<file path="src/rtl/mem_seq.sv">
`default_nettype none
// ============================================================================
// Module   : mem_seq
// Purpose  : Memory access sequencer between the core's bus strobes and a
//            single-outstanding req/ack backend. Builds 32-bit instructions
//            from two 16-bit reads and aborts stalled requests on a timeout.
// Revision : 1.0  initial release
// ============================================================================
module mem_seq #(
  parameter int          TIMEOUT  = 256,
  parameter logic [15:0] ERR_DATA = 16'hFFFF
) (
  input  logic        clk,
  input  logic        rst,
  input  logic [15:0] cpu_addr,
  input  logic [15:0] cpu_wdata,
  input  logic        cpu_read,
  input  logic        cpu_write,
  input  logic        cpu_instr_access,
  input  logic        cpu_read_done,
  output logic [15:0] cpu_rdata,
  output logic [31:0] cpu_instr,
  output logic        cpu_busy,
  output logic        cpu_ready,
  output logic [17:0] mem_addr,
  output logic [15:0] mem_wdata,
  output logic        mem_req,
  output logic        mem_we,
  input  logic        mem_ack,
  input  logic [15:0] mem_rdata,
  output logic        err_timeout
);

  localparam int CNT_W = $clog2(TIMEOUT + 1);

  typedef enum logic [2:0] {
    IDLE  = 3'd0,
    RD    = 3'd1,
    WR    = 3'd2,
    IF_LO = 3'd3,
    IF_HI = 3'd4,
    DONE  = 3'd5,
    WDONE = 3'd6
  } state_t;

  state_t             state;
  state_t             state_nx;
  logic [15:0]        addr_q;
  logic [15:0]        wdata_q;
  logic               space_q;
  logic               hi_gap;     // first IF_HI cycle: request deasserted
  logic [CNT_W-1:0]   tmo_cnt;
  logic               accept;
  logic               ack_ok;
  logic               tmo_hit;

  // Backend request signalling; the IF_HI gap cycle separates the two fetch halves.
  assign mem_req   = (state == RD) || (state == WR) || (state == IF_LO) ||
                     ((state == IF_HI) && !hi_gap);
  assign mem_we    = (state == WR);
  assign mem_addr  = {space_q, addr_q, (state == IF_HI)};
  assign mem_wdata = wdata_q;

  // Ack is only meaningful while a request is up; an ack on the expiry cycle wins.
  assign ack_ok  = mem_req && mem_ack;
  assign tmo_hit = mem_req && !mem_ack && (tmo_cnt == CNT_W'(TIMEOUT - 1));

  // State register.
  always_ff @(posedge clk) begin
    if (rst) state <= IDLE;
    else     state <= state_nx;
  end

  // Next-state and handshake outputs.
  always_comb begin
    state_nx  = state;
    cpu_busy  = 1'b0;
    cpu_ready = 1'b0;
    accept    = 1'b0;
    case (state)
      IDLE: begin
        if (cpu_write) begin
          state_nx = WR;
          accept   = 1'b1;
        end else if (cpu_read) begin
          state_nx = cpu_instr_access ? IF_LO : RD;
          accept   = 1'b1;
        end
      end
      RD: begin
        cpu_busy = 1'b1;
        if (ack_ok || tmo_hit) state_nx = DONE;
      end
      WR: begin
        cpu_busy = 1'b1;
        if (ack_ok || tmo_hit) state_nx = WDONE;
      end
      IF_LO: begin
        cpu_busy = 1'b1;
        if (ack_ok)       state_nx = IF_HI;
        else if (tmo_hit) state_nx = DONE;
      end
      IF_HI: begin
        cpu_busy = 1'b1;
        if (ack_ok || tmo_hit) state_nx = DONE;
      end
      DONE: begin
        cpu_ready = 1'b1;
        if (cpu_read_done) state_nx = IDLE;
      end
      WDONE: begin
        cpu_ready = 1'b1;
        state_nx  = IDLE;
      end
      default: state_nx = IDLE;
    endcase
  end

  // Request latching, timeout counting and read-data capture.
  always_ff @(posedge clk) begin
    if (rst) begin
      addr_q      <= 16'h0000;
      wdata_q     <= 16'h0000;
      space_q     <= 1'b0;
      hi_gap      <= 1'b0;
      tmo_cnt     <= '0;
      cpu_rdata   <= 16'h0000;
      cpu_instr   <= 32'h0000_0000;
      err_timeout <= 1'b0;
    end else begin
      if (accept) begin
        addr_q  <= cpu_addr;
        wdata_q <= cpu_wdata;
        space_q <= cpu_instr_access;
      end
      hi_gap <= (state == IF_LO) && ack_ok;
      // Every request state is entered from a non-request cycle, so the
      // counter always starts from zero for a new request.
      if (mem_req && !ack_ok && !tmo_hit) tmo_cnt <= tmo_cnt + 1'b1;
      else                                tmo_cnt <= '0;
      if (tmo_hit) err_timeout <= 1'b1;
      case (state)
        RD: begin
          if (ack_ok)       cpu_rdata <= mem_rdata;
          else if (tmo_hit) cpu_rdata <= ERR_DATA;
        end
        IF_LO: begin
          if (ack_ok)       cpu_instr[15:0] <= mem_rdata;
          else if (tmo_hit) cpu_instr       <= {ERR_DATA, ERR_DATA};
        end
        IF_HI: begin
          if (ack_ok)       cpu_instr[31:16] <= mem_rdata;
          else if (tmo_hit) cpu_instr        <= {ERR_DATA, ERR_DATA};
        end
        default: ;
      endcase
    end
  end

endmodule
`default_nettype wire

</file>
<file path="config.mk">
export PLATFORM = sky130hd
export DESIGN_NAME = mem_seq
export DESIGN_NICKNAME = d
export VERILOG_FILES = /design/src/rtl/mem_seq.sv
export SDC_FILE = /design/constraint.sdc
export NUM_CORES = 1
export LEC_CHECK = 0
export ABC_AREA = 1
export CAP_MARGIN = 20
export CORE_UTILIZATION = 47
export DETAILED_ROUTE_END_ITERATION = 10
export HOLD_SLACK_MARGIN = 0.08
export PLACE_DENSITY = 0.89
export SYNTH_ARGS = -nofsm -noshare
export SYNTH_HDL_FRONTEND = slang
export SYNTH_SLANG_ARGS = --single-unit
</file>
<file path="constraint.sdc">
create_clock -name clk -period 4.2 [get_ports clk]
set_input_delay 0.42 -clock clk [delete_from_list [all_inputs] [get_ports clk]]
set_output_delay 0.42 -clock clk [all_outputs]
set_load 0.05 [all_outputs]
</file>
Run 1, metal 3:
Scale: 3 px per µm.
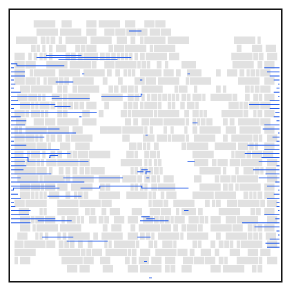
108 nets have wire on it. The wires run mostly horizontal. The longest straight run is 31.3 µm. The layer holds 8.3% of the routed length. The layer carries 746 µm of wire.

Run 1, power grid:
Scale: 4 px per µm. Pins as bars on the die edge. Tap cells in grey.
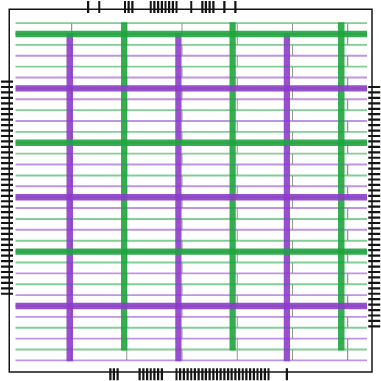
Key: VSS = purple; VDD = green
32 met1 rails follow the rows. 6 straps on met4. 6 straps on met5. 99 tap cells. 142 signal pins sit on the boundary.

==> impl_metrics.env, run 1 <==
# yosys + openroad results
export IMPL_vias=3436
export IMPL_hp_class="flop to flop"
export IMPL_max_slew_margin_pct=35.5
export IMPL_portBuffers=141
export IMPL_drc=0
export IMPL_comb_share_pct=26.2
export IMPL_seq_power_share_pct=34.8
export IMPL_drv_slew=0
export IMPL_wirelength_um=9010
export IMPL_edf_count=0
export IMPL_syn_inst=463
export IMPL_drive_above_1_share_pct=7.39
export IMPL_period_used_pct=64.1
export IMPL_htree_levels=3
export IMPL_cp_depth=4
export IMPL_yosys_top_cells_count="95 x dfxtp_1, 77 x a21oi_1, 66 x o21ai_0"
export IMPL_crit_required_ns=3.78
export IMPL_met3_wirelength_um=745
export IMPL_wire_per_inst_um=13.0
export IMPL_final_nets=647
export IMPL_cts_tree="yes"
export IMPL_warnings=26
export IMPL_pwr_share_comb_pct=50.1
export IMPL_cts_buffer_depth=2
export IMPL_ys_area_um2=3670
export IMPL_grtUsageMet2_pct=39.2
export IMPL_comb_area_um2=1380
export IMPL_grt_pass1_vias=3333
export IMPL_buf_share_pct=27.4
export IMPL_cp_cell_sequence="nand2_1 -> nand2_1 -> and2_1 -> clkdlybuf4s50_1"
export IMPL_ir_drop_uv=278
export IMPL_seq_share_pct=36.1
export IMPL_n_clock_buffer=11
export IMPL_fp_util_pct=49.5
export IMPL_r2r_cells=10
export IMPL_yosysWarningCount=0
export IMPL_synth_top_cell_by_area="dfxtp_1"
export IMPL_fin_worst_skew_ns=0.0141
export IMPL_outcome="finished clean"
export IMPL_comb_cell_power_mw=1.72
export IMPL_crit_family="buffers and inverters"
export IMPL_nonClockBufferCount=144
export IMPL_logic_gates=273
export IMPL_tightest_slew_ns=0.966
export IMPL_dp_hpwl_um=6370
export IMPL_final_common_cell="clkdlybuf4s50_1"
export IMPL_synth_area_per_cell_um2=7.92
export IMPL_met3_usage_pct=5.98
export IMPL_setup_worst_path_end="mem_req"
export IMPL_min_to="mem_wdata[6]"
export IMPL_cts_resized=0
export IMPL_clkTransAtPathRegs_ns=0.08
export IMPL_synth_distinct_cells=29
export IMPL_inverters=67
export IMPL_async_reset_ff_share_pct=0
export IMPL_utilization_pct=71.2
export IMPL_top_usage_layer="met2"
export IMPL_start_kind="flop"
export IMPL_ys_seq_share_pct=51.9
export IMPL_antennaDiodeCount=0
export IMPL_ys_flops=95
export IMPL_postCtsSetupRepairBufs=0
export IMPL_yosysCellCount=463
export IMPL_clk_share_pct=3.16
export IMPL_hold_depth=2
export IMPL_switching_share_pct=46.4
export IMPL_wl_met1_um=3670
export IMPL_cp_arrival_ns=2.27
export IMPL_crit_buf_inv=1
export IMPL_yosysMostFrequentCell="dfxtp_1"
Run 1, metal 2:
Scale: 3 px per µm.
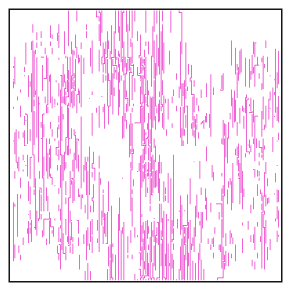
The wires run mostly vertical. The longest straight run is 38.1 µm.

Run 1, clock wiring as the flow saved it:
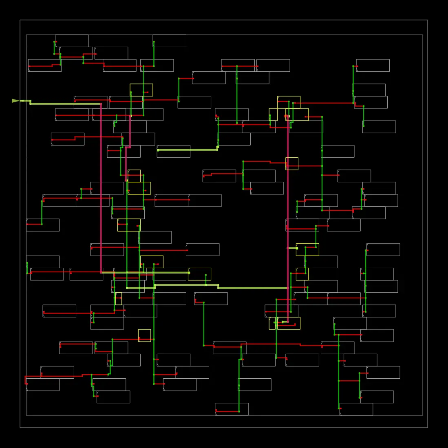
clk_lat worst skew: 0.35 ns
Num CTS Buffers: 9

-- run 1: per-stage QoR --
stage               area (µm²)  worst slack [ns]  instances
finish                    5270              1.51        694
global route              5270              1.14        694
CTS                       5270              1.49        694
detailed placement        5110              1.57        678
global placement          5090              1.75        677
floorplan                 3670              2.24        463
-- run 1: state kept, by name, indices dropped and copies added, names as in the netlist --
| register | cells |
|---|---|
| cpu_instr | 32 |
| addr_q | 16 |
| cpu_rdata | 16 |
| mem_wdata | 16 |
| tmo_cnt | 9 |
| state | 3 |
| err_timeout | 1 |
| hi_gap | 1 |
| space_q | 1 |
-- run 1: kinds of logic after synthesis --
family / share of synthesized area, %
compound gates: 22.6
xor+xnor: 0.478
fa+ha+maj: 0.682
buf+inv: 10.8
flops: 51.9
simple gates: 13.6
Run 1, metal layers overlaid:
Scale: 4 px per µm.
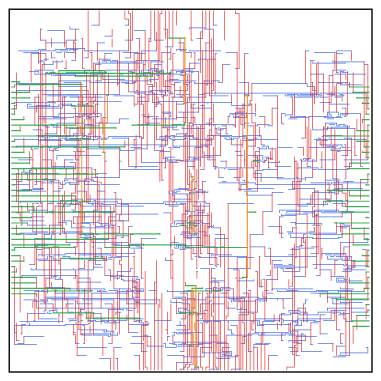

==> inputs of run 2 (changes only) <==
--- a/config.mk
+++ b/config.mk
@@ -7,10 +7,10 @@
 export LEC_CHECK = 0
 export ABC_AREA = 1
 export CAP_MARGIN = 20
-export CORE_UTILIZATION = 47
+export CORE_UTILIZATION = 39
 export DETAILED_ROUTE_END_ITERATION = 10
 export HOLD_SLACK_MARGIN = 0.08
-export PLACE_DENSITY = 0.89
+export PLACE_DENSITY = 0.79
 export SYNTH_ARGS = -nofsm -noshare
 export SYNTH_HDL_FRONTEND = slang
 export SYNTH_SLANG_ARGS = --single-unit
==> constraint.sdc (replaced) <==
create_clock -name clk -period 2.36 [get_ports clk]
set_input_delay 0.236 -clock clk [delete_from_list [all_inputs] [get_ports clk]]
set_output_delay 0.236 -clock clk [all_outputs]
set_load 0.05 [all_outputs]
Run 2, metal layers overlaid:
Scale: 4 px per µm.
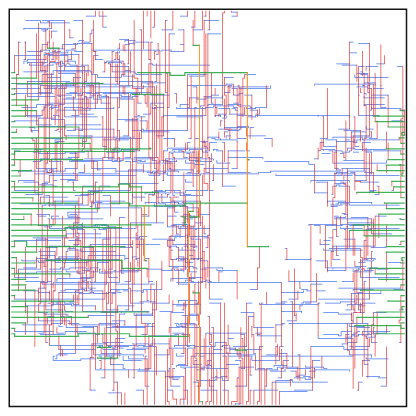
Key: metal 1 = blue [wire length 3,890 µm]; metal 2 = red [wire length 4,520 µm]; metal 3 = green [wire length 932 µm]; metal 4 = orange [wire length 158 µm]

Run 2, clock wiring as the flow saved it:
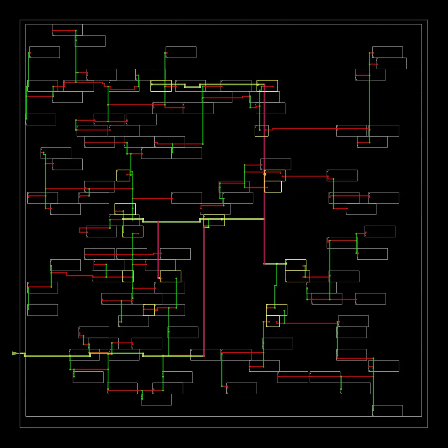
clk_skew: 0.0152 ns
clkbuf count: 9
clock sink count: 95

==> impl_metrics.env, run 2 <==
# yosys + openroad results
export IMPL_postCtsSetupRepairBufs=0
export IMPL_vias=3425
export IMPL_mux_share_pct=0
export IMPL_wire_per_inst_um=13.4
export IMPL_syn_inst=463
export IMPL_yosys_top_cells_count="95 x dfxtp_1, 77 x a21oi_1, 66 x o21ai_0"
export IMPL_inverters=67
export IMPL_htree_levels=3
export IMPL_dp_slack_ns=0.286
export IMPL_tightest_slew_ns=0.550
export IMPL_start_kind="flop"
export IMPL_setup_slack_ns=0.217
export IMPL_cts_resized=1
export IMPL_drv_slew=0
export IMPL_adder_share_pct=0.683
export IMPL_yosysWarningCount=0
export IMPL_seq_share_pct=35.4
export IMPL_place_area_um2=5170
export IMPL_fp_util_pct=40.1
export IMPL_crit_family="buffers and inverters"
export IMPL_warnings=26
export IMPL_cts_tree="yes"
export IMPL_drc=0
export IMPL_comb_area_um2=1380
export IMPL_nonClockBufferCount=147
export IMPL_cp_cell_sequence="inv_1 -> nand3_1 -> inv_1 -> clkdlybuf4s50_1"
export IMPL_utilization_pct=58.6
export IMPL_final_nets=650
export IMPL_yosysMostFrequentCell="dfxtp_1"
export IMPL_ys_area_um2=3670
export IMPL_ir_drop_uv=475
export IMPL_wirelength_um=9490
export IMPL_numCtsBuffers=9
export IMPL_hp_class="flop to flop"
export IMPL_logic_family="AND-OR/OR-AND gates"
export IMPL_outcome="finished clean"
export IMPL_logic_gates=273
export IMPL_comb_share_pct=25.8
export IMPL_buf_share_pct=27.9
export IMPL_synth_compound_area_share_pct=22.6
export IMPL_crit_required_ns=2.12
export IMPL_final_cells=709
export IMPL_synth_top_cell_by_area="dfxtp_1"
export IMPL_synth_area_per_cell_um2=7.92
export IMPL_clk_share_pct=3.59
export IMPL_ys_sh_xor_pct=0.478
[run 2: where the power goes]
part / internal (mW) / switching (mW) / leakage, nW
registers: 1.94 / 0.189 / 0.776
clock network: 0.404 / 0.608 / 0.0903
logic: 0.975 / 2.11 / 1.19
total: 3.32 / 2.91 / 2.06
[run 2: final timing paths]
path / start / depth (start not counted) / end / slack, ns
hold / removal: mem_wdata[0] / 2 / mem_wdata[0] / 0.45
setup reg to reg: tmo_cnt[0] / 11 / cpu_instr[21] / 0.28
setup / recovery: state[2] / 4 / mem_we / 0.22
hold reg to reg: mem_wdata[0] / 2 / mem_wdata[0] / 0.45
[run 2: per-layer routing]
layer	global-route usage [%]	up-vias	wire [µm]
li1	-	1745	-
met1	22.9	1549	3890
met2	34.4	119	4520
met3	8.58	12	932
met4	6.77	0	158
met5	0	-	0
Run 2, metal 3:
Scale: 3 px per µm.
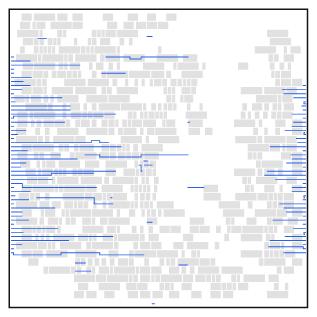

==> inputs of run 3 (changes only) <==
--- a/config.mk
+++ b/config.mk
@@ -7,10 +7,12 @@
 export LEC_CHECK = 0
 export ABC_AREA = 1
 export CAP_MARGIN = 20
-export CORE_UTILIZATION = 39
+export CORE_ASPECT_RATIO = 0.8
+export CORE_UTILIZATION = 47
 export DETAILED_ROUTE_END_ITERATION = 10
 export HOLD_SLACK_MARGIN = 0.08
-export PLACE_DENSITY = 0.79
+export PLACE_DENSITY = 0.89
+export SLEW_MARGIN = 20
 export SYNTH_ARGS = -nofsm -noshare
 export SYNTH_HDL_FRONTEND = slang
 export SYNTH_SLANG_ARGS = --single-unit
==> constraint.sdc (replaced) <==
create_clock -name clk -period 2.6 [get_ports clk]
set_input_delay 0.26 -clock clk [delete_from_list [all_inputs] [get_ports clk]]
set_output_delay 0.26 -clock clk [all_outputs]
set_load 0.05 [all_outputs]
Run 3, metal 3:
Scale: 3 px per µm.
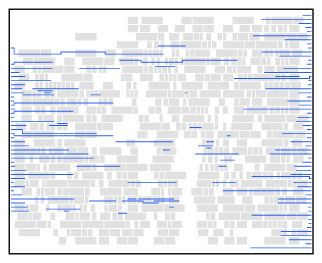
118 nets have wire on it. The layer holds 11% of the routed length. The layer carries 1,120 µm of wire.
final wirelength: 9860 µm
routed via count: 3,569
GRT met3 Usage: 9.90%

==> impl_metrics.env, run 3 <==
# yosys + openroad results
export IMPL_comb_cell_power_mw=2.82
export IMPL_final_nets=650
export IMPL_use_met1_pct=26.3
export IMPL_inverters=67
export IMPL_met3_wirelength_um=1120
export IMPL_yosys_top_cells_count="95 x dfxtp_1, 77 x a21oi_1, 66 x o21ai_0"
export IMPL_wire_per_inst_um=14.0
export IMPL_min_delay_start="addr_q[8]"
export IMPL_cts_resized=0
export IMPL_setup_worst_path_end="cpu_busy"
export IMPL_adder_share_pct=0.683
export IMPL_top_usage_layer="met2"
export IMPL_fin_worst_skew_ns=0.0166
export IMPL_buf_share_pct=27.7
export IMPL_cts_sinks=95
export IMPL_wl_met1_um=3960
export IMPL_switching_power_mw=2.68
export IMPL_drv_slew=0
export IMPL_warnings=26
export IMPL_seq_power_share_pct=34.2
export IMPL_hold_depth=2
export IMPL_cts_tree="yes"
export IMPL_power_internal_mw=3.03
export IMPL_comb_area_um2=1380
export IMPL_worst_r2r_endpoint="cpu_rdata[6]"
export IMPL_nonClockBufferCount=147
export IMPL_yosysWarningCount=0
export IMPL_start_kind="flop"
export IMPL_n_clock_buffer=9
export IMPL_top_layer_used="met4"
export IMPL_cp_startpoint="state[2]"
export IMPL_min_to="addr_q[8]"
export IMPL_ys_sh_xor_pct=0.478
export IMPL_logic_family="AND-OR/OR-AND gates"
export IMPL_comb_share_pct=25.9
export IMPL_synth_top_cell_by_area="dfxtp_1"
export IMPL_hp_class="flop to flop"
export IMPL_cp_depth=4
export IMPL_p_seq_mw=1.95
export IMPL_cp_cell_sequence="inv_1 -> nand3_1 -> o211ai_1 -> clkdlybuf4s50_1"
export IMPL_postCtsSetupRepairBufs=0
export IMPL_r2r_cells=11
export IMPL_crit_family="buffers and inverters"
export IMPL_yosysMostFrequentCell="dfxtp_1"
export IMPL_numCtsBuffers=9
export IMPL_r2r_start="tmo_cnt[0]"
export IMPL_grtUsageMet2_pct=43.1
export IMPL_pwr_share_comb_pct=49.4
export IMPL_ys_area_um2=3670
export IMPL_clkPwrFrac_pct=16.4
export IMPL_mux_share_pct=0
export IMPL_seq_share_pct=35.7
export IMPL_power_leader="combinational cells"
export IMPL_drc=0
export IMPL_pg_clk_uw=935
export IMPL_outcome="finished clean"
export IMPL_synth_compound_area_share_pct=22.6
export IMPL_switching_share_pct=46.9
Run 3, metal layers overlaid:
Scale: 4 px per µm.
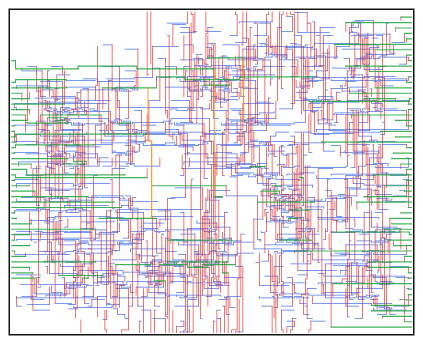
Key: metal 2 = red [wire length 4,700 µm]; metal 1 = blue [wire length 3,960 µm]; metal 4 = orange [wire length 81.2 µm]; metal 3 = green [wire length 1,120 µm]

## run 3: kinds of logic after synthesis
logic type	Yosys count
flops	95
compound gates	157
simple gates	112
buf+inv	95
xor+xnor	2
fa+ha+maj	2
## run 3: per-stage QoR
| step | cells | total power [mW] | instance area (µm²) | setup slack (ns) | hold slack (ns) |
|---|---|---|---|---|---|
| 2_1_floorplan | 463 | 3.88 | 3670 | 0.639 | 0.329 |
| 3_3_place_gp | 687 | 4.72 | 5150 | 0.578 | 0.429 |
| 3_5_place_dp | 687 | 4.79 | 5150 | 0.399 | 0.435 |
| 4_1_cts | 703 | 5.73 | 5330 | 0.179 | 0.449 |
| 5_1_grt | 703 | 5.97 | 5330 | 0.114 | 0.467 |
| 6_report | 703 | 5.70 | 5330 | 0.217 | 0.447 |
Power and IR drop assume default switching activity.
